[src/rtl/stage5_twiddle_mult.sv]
// Stage-5 twiddle multiplier: W16^k rotation of the stage-4 butterfly stream.
// Three register stages: input/ROM read, products, round+saturate.
module stage5_twiddle_mult #(
   parameter int N            = 256,
   parameter int SIZE         = 8,
   parameter int bit_width    = 16,
   parameter int bit_width_tw = 14
) (
   input  logic                           clk,
   input  logic                           rst,
   input  logic                           in_valid,
   input  logic                           in_sop,
   input  logic signed [bit_width-1:0]    in_re,
   input  logic signed [bit_width-1:0]    in_im,
   output logic [SIZE-6:0]                rd_ptr_angle,
   output logic                           en,
   input  logic signed [bit_width_tw-1:0] cos_data,
   input  logic signed [bit_width_tw-1:0] sin_data,
   output logic                           out_valid,
   output logic                           out_sop,
   output logic signed [bit_width-1:0]    out_re,
   output logic signed [bit_width-1:0]    out_im
);

   localparam int PW   = bit_width + bit_width_tw;
   localparam int SW   = PW + 1;
   localparam int FRAC = bit_width_tw - 2;

   localparam logic signed [SW-1:0] C_RND = SW'(2 ** (FRAC - 1));
   localparam logic signed [SW-1:0] C_MAX = SW'((2 ** (bit_width - 1)) - 1);
   localparam logic signed [SW-1:0] C_MIN = SW'(-(2 ** (bit_width - 1)));

   logic [SIZE-1:0]                 r_idx;
   logic [SIZE-1:0]                 w_idx_use;

   logic                            r1_valid;
   logic                            r1_sop;
   logic signed [bit_width-1:0]     r1_re;
   logic signed [bit_width-1:0]     r1_im;

   logic                            r2_valid;
   logic                            r2_sop;
   logic signed [PW-1:0]            r2_rc;
   logic signed [PW-1:0]            r2_is;
   logic signed [PW-1:0]            r2_rs;
   logic signed [PW-1:0]            r2_ic;

   logic signed [PW-1:0]            w_re_x;
   logic signed [PW-1:0]            w_im_x;
   logic signed [PW-1:0]            w_cos_x;
   logic signed [PW-1:0]            w_sin_x;

   logic signed [SW-1:0]            w_re_sum;
   logic signed [SW-1:0]            w_im_sum;
   logic signed [SW-1:0]            w_re_sh;
   logic signed [SW-1:0]            w_im_sh;

   function automatic logic signed [bit_width-1:0] f_sat(
      input logic signed [SW-1:0] x
   );
      logic signed [SW-1:0] v;
      v = x;
      if (x > C_MAX) v = C_MAX;
      if (x < C_MIN) v = C_MIN;
      return v[bit_width-1:0];
   endfunction

   // sop restarts the index on the very sample that carries it
   assign w_idx_use    = (in_valid && in_sop) ? '0 : r_idx;
   assign rd_ptr_angle = w_idx_use[3] ? (SIZE-5)'(w_idx_use[2:0]) : '0;
   assign en           = in_valid;

   always_ff @(posedge clk) begin
      if (rst) begin
         r_idx <= '0;
      end else if (in_valid) begin
         r_idx <= (w_idx_use == SIZE'(N - 1)) ? '0 : w_idx_use + SIZE'(1);
      end
   end

   always_ff @(posedge clk) begin
      if (rst) begin
         r1_valid <= 1'b0;
         r1_sop   <= 1'b0;
         r1_re    <= '0;
         r1_im    <= '0;
      end else begin
         r1_valid <= in_valid;
         r1_sop   <= in_valid & in_sop;
         if (in_valid) begin
            r1_re <= in_re;
            r1_im <= in_im;
         end
      end
   end

   assign w_re_x  = PW'(r1_re);
   assign w_im_x  = PW'(r1_im);
   assign w_cos_x = PW'(cos_data);
   assign w_sin_x = PW'(sin_data);

   always_ff @(posedge clk) begin
      if (rst) begin
         r2_valid <= 1'b0;
         r2_sop   <= 1'b0;
         r2_rc    <= '0;
         r2_is    <= '0;
         r2_rs    <= '0;
         r2_ic    <= '0;
      end else begin
         r2_valid <= r1_valid;
         r2_sop   <= r1_sop;
         if (r1_valid) begin
            r2_rc <= w_re_x * w_cos_x;
            r2_is <= w_im_x * w_sin_x;
            r2_rs <= w_re_x * w_sin_x;
            r2_ic <= w_im_x * w_cos_x;
         end
      end
   end

   // one extra bit keeps the sum of two full products overflow-free
   assign w_re_sum = SW'(r2_rc) - SW'(r2_is) + C_RND;
   assign w_im_sum = SW'(r2_rs) + SW'(r2_ic) + C_RND;
   assign w_re_sh  = w_re_sum >>> FRAC;
   assign w_im_sh  = w_im_sum >>> FRAC;

   always_ff @(posedge clk) begin
      if (rst) begin
         out_valid <= 1'b0;
         out_sop   <= 1'b0;
         out_re    <= '0;
         out_im    <= '0;
      end else begin
         out_valid <= r2_valid;
         out_sop   <= r2_sop;
         if (r2_valid) begin
            out_re <= f_sat(w_re_sh);
            out_im <= f_sat(w_im_sh);
         end
      end
   end

endmodule

[config.mk]
export PLATFORM = sky130hd
export DESIGN_NAME = stage5_twiddle_mult
export DESIGN_NICKNAME = d
export VERILOG_FILES = /design/src/rtl/stage5_twiddle_mult.sv
export SDC_FILE = /design/constraint.sdc
export NUM_CORES = 2
export LEC_CHECK = 0
export ABC_CLOCK_PERIOD_IN_PS = 8500
export CELL_PAD_IN_SITES_DETAIL_PLACEMENT = 1
export CELL_PAD_IN_SITES_GLOBAL_PLACEMENT = 2
export CORE_MARGIN = 2
export CORE_UTILIZATION = 38
export DETAILED_ROUTE_END_ITERATION = 12
export PLACE_DENSITY = 0.92
export SYNTH_ARGS = -nofsm -noshare
export SYNTH_HDL_FRONTEND = slang
export SYNTH_SLANG_ARGS = --single-unit
[constraint.sdc]
create_clock -name clk -period 8.5 [get_ports clk]
set_clock_uncertainty 0.15 [all_clocks]
set_input_delay 2.55 -clock clk [delete_from_list [all_inputs] [get_ports clk]]
set_output_delay 2.55 -clock clk [all_outputs]
set_load 0.01 [all_outputs]
The metal 2 layer:
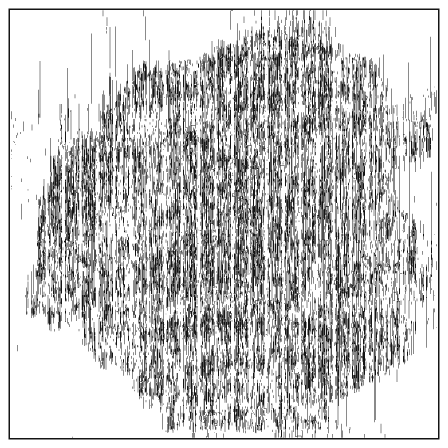
nets with wire on the layer = 6083
main direction = vertical
WL final: 148 mm
total number of vias: 35400

Cell sizes after repair:
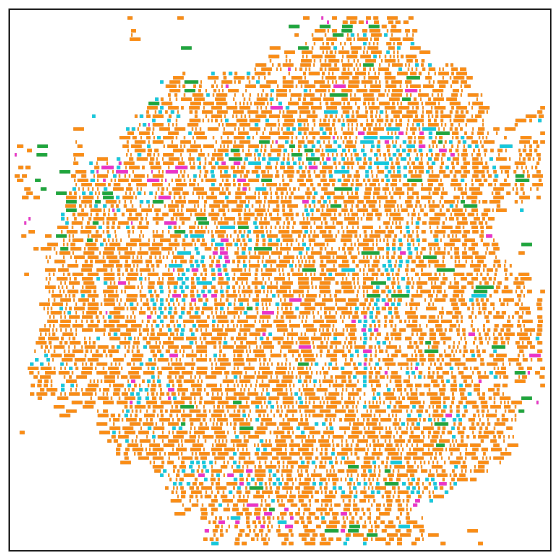
orange -> _0 and _1 cells  # cells 4617, share 87%, most used inv_1
magenta -> _2 cells  # cells 104, share 1.9%, most used fa_2
cyan -> _3 and _4 cells  # cells 529, share 9.9%, most used buf_4
green -> _6 and larger  # cells 86, share 1.6%, most used buf_12
Area Growth Syn to Fin: 18.3%
setup ws final: 118 ps
cell area after layout: 51900 um^2

The clock network:
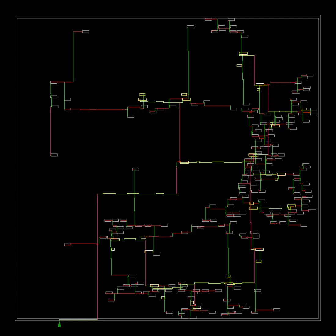
Clock buffer cells: 17
CTS Buf Count: 17
Latency at later pin: 560 ps
clock group power: 920 uW

==> flow_metrics.env <==
# yosys + openroad results
export IMPL_slowest_delay_ps=560
export IMPL_place_congestion=0.898
export IMPL_warnings=27
export IMPL_cts_root_buffer="clkbuf_16"
export IMPL_grt_usage_pct=25.4
export IMPL_cts_clk_slew_worst_paths_ps=110
export IMPL_post_place_ws_ps=-992
export IMPL_adder_share_pct=51.4
export IMPL_ys_area_um2=43900
export IMPL_drc=0
export IMPL_grt_overflow=0
export IMPL_rsz0062_at_grt="yes"
export IMPL_r2r_slack_ps=1160
export IMPL_status="finished clean"
export IMPL_drt_iter0_markers=1906
export IMPL_synth_distinct_cells=88
export IMPL_dieArea_um2=118000
export IMPL_fin_tns_setup_ps=0
export IMPL_period_used_pct=98.6
export IMPL_hold_viol_final=0
export IMPL_grt_pass1_vias=40000
export IMPL_clk_path_buf_depth=2
==> where the power goes <==
part	total [uW]	switching, uW	internal [uW]
logic	12700	6790	5890
registers	1260	172	1090
clock network	920	521	399
==> timing repair <==
action,in CTS,in global routing
cloned,9,4
gates resized,63,136
pin swaps,18,69
setup endpoints to repair,25,45
setup buffers,24,6
==> layer usage <==
metal,GRT usage [%],part of all wire [%]
met1,32.1,41
met2,43.1,49
met3,3.48,5.2
met4,11.5,5.0
met5,0,0.024
==> final cells by class <==
type                            count  area [um^2]
Antenna cell                        1         2.50
Clock buffer                       17          425
Clock inverter                     15          181
Fill cell                       13300        62500
Inverter                         1050         3940
Multi-Input combinational cell   3406        35600
Sequential cell                   198         3970
Tap cell                         1512         1890
Timing Repair Buffer              650         5850
==> flip-flops by register name, indices dropped and copies added, names as in the netlist <==
signal and flops:
r2_is 30, r2_ic 30, r1_re 16, r2_sop 1, r1_im 16, out_valid 1, out_re 16, r2_rs 30
out_im 16, r_idx 8, out_sop 1, r1_sop 1, r2_rc 30, r2_valid 1, r1_valid 1
==> cells in the mapped netlist (4+ instances only) <==
| library cell | n | area share [%] |
|---|---|---|
| inv_1 | 1048 | 9.0 |
| fa_1 | 876 | 40 |
| and2_1 | 480 | 6.8 |
| nand2_1 | 461 | 3.9 |
| ha_1 | 399 | 11 |
| nor2_1 | 265 | 2.3 |
| clkbuf_1 | 211 | 1.8 |
| dfxtp_1 | 198 | 9.0 |
| a21oi_1 | 120 | 1.4 |
| xnor2_1 | 105 | 2.1 |
| mux2i_1 | 98 | 2.2 |
| o21ai_0 | 86 | 0.98 |
| a21o_1 | 50 | 0.86 |
| nand3_1 | 42 | 0.48 |
| xor2_1 | 38 | 0.76 |
| a211oi_1 | 32 | 0.55 |
| nand2b_1 | 27 | 0.39 |
| nor3_1 | 27 | 0.31 |
| a32oi_1 | 21 | 0.42 |
| and3_1 | 21 | 0.30 |
| o21bai_1 | 21 | 0.36 |
| or3_1 | 21 | 0.30 |
| o21a_1 | 19 | 0.33 |
| buf_1 | 16 | 0.14 |
| a221o_1 | 15 | 0.34 |
| o31ai_1 | 14 | 0.24 |
| nor2b_1 | 13 | 0.19 |
| a31oi_1 | 10 | 0.14 |
| o21ai_1 | 9 | 0.10 |
| a211o_1 | 8 | 0.16 |
| o2111ai_1 | 7 | 0.14 |
| a21boi_0 | 6 | 0.10 |
| a311oi_1 | 6 | 0.12 |
| nand3b_1 | 6 | 0.10 |
| nand4_1 | 6 | 0.086 |
| o211ai_1 | 6 | 0.10 |
| a22oi_1 | 5 | 0.086 |
| or2_2 | 5 | 0.071 |
| a2111oi_0 | 4 | 0.080 |
| and4_1 | 4 | 0.080 |
| o31a_1 | 4 | 0.080 |
| or4_1 | 4 | 0.068 |
==> worst paths after layout <==
| path | start | end | depth (start not counted) |
|---|---|---|---|
| worst max-delay path | cos_data[2] | r2_ic[28] | 25 |
| worst min-delay path | r1_sop | r2_sop | 1 |
| worst max register to register | r1_im[5] | r2_is[20] | 22 |
| worst min register to register | r1_sop | r2_sop | 1 |
No activity file was given, so power comes from the tool's default toggle rates.
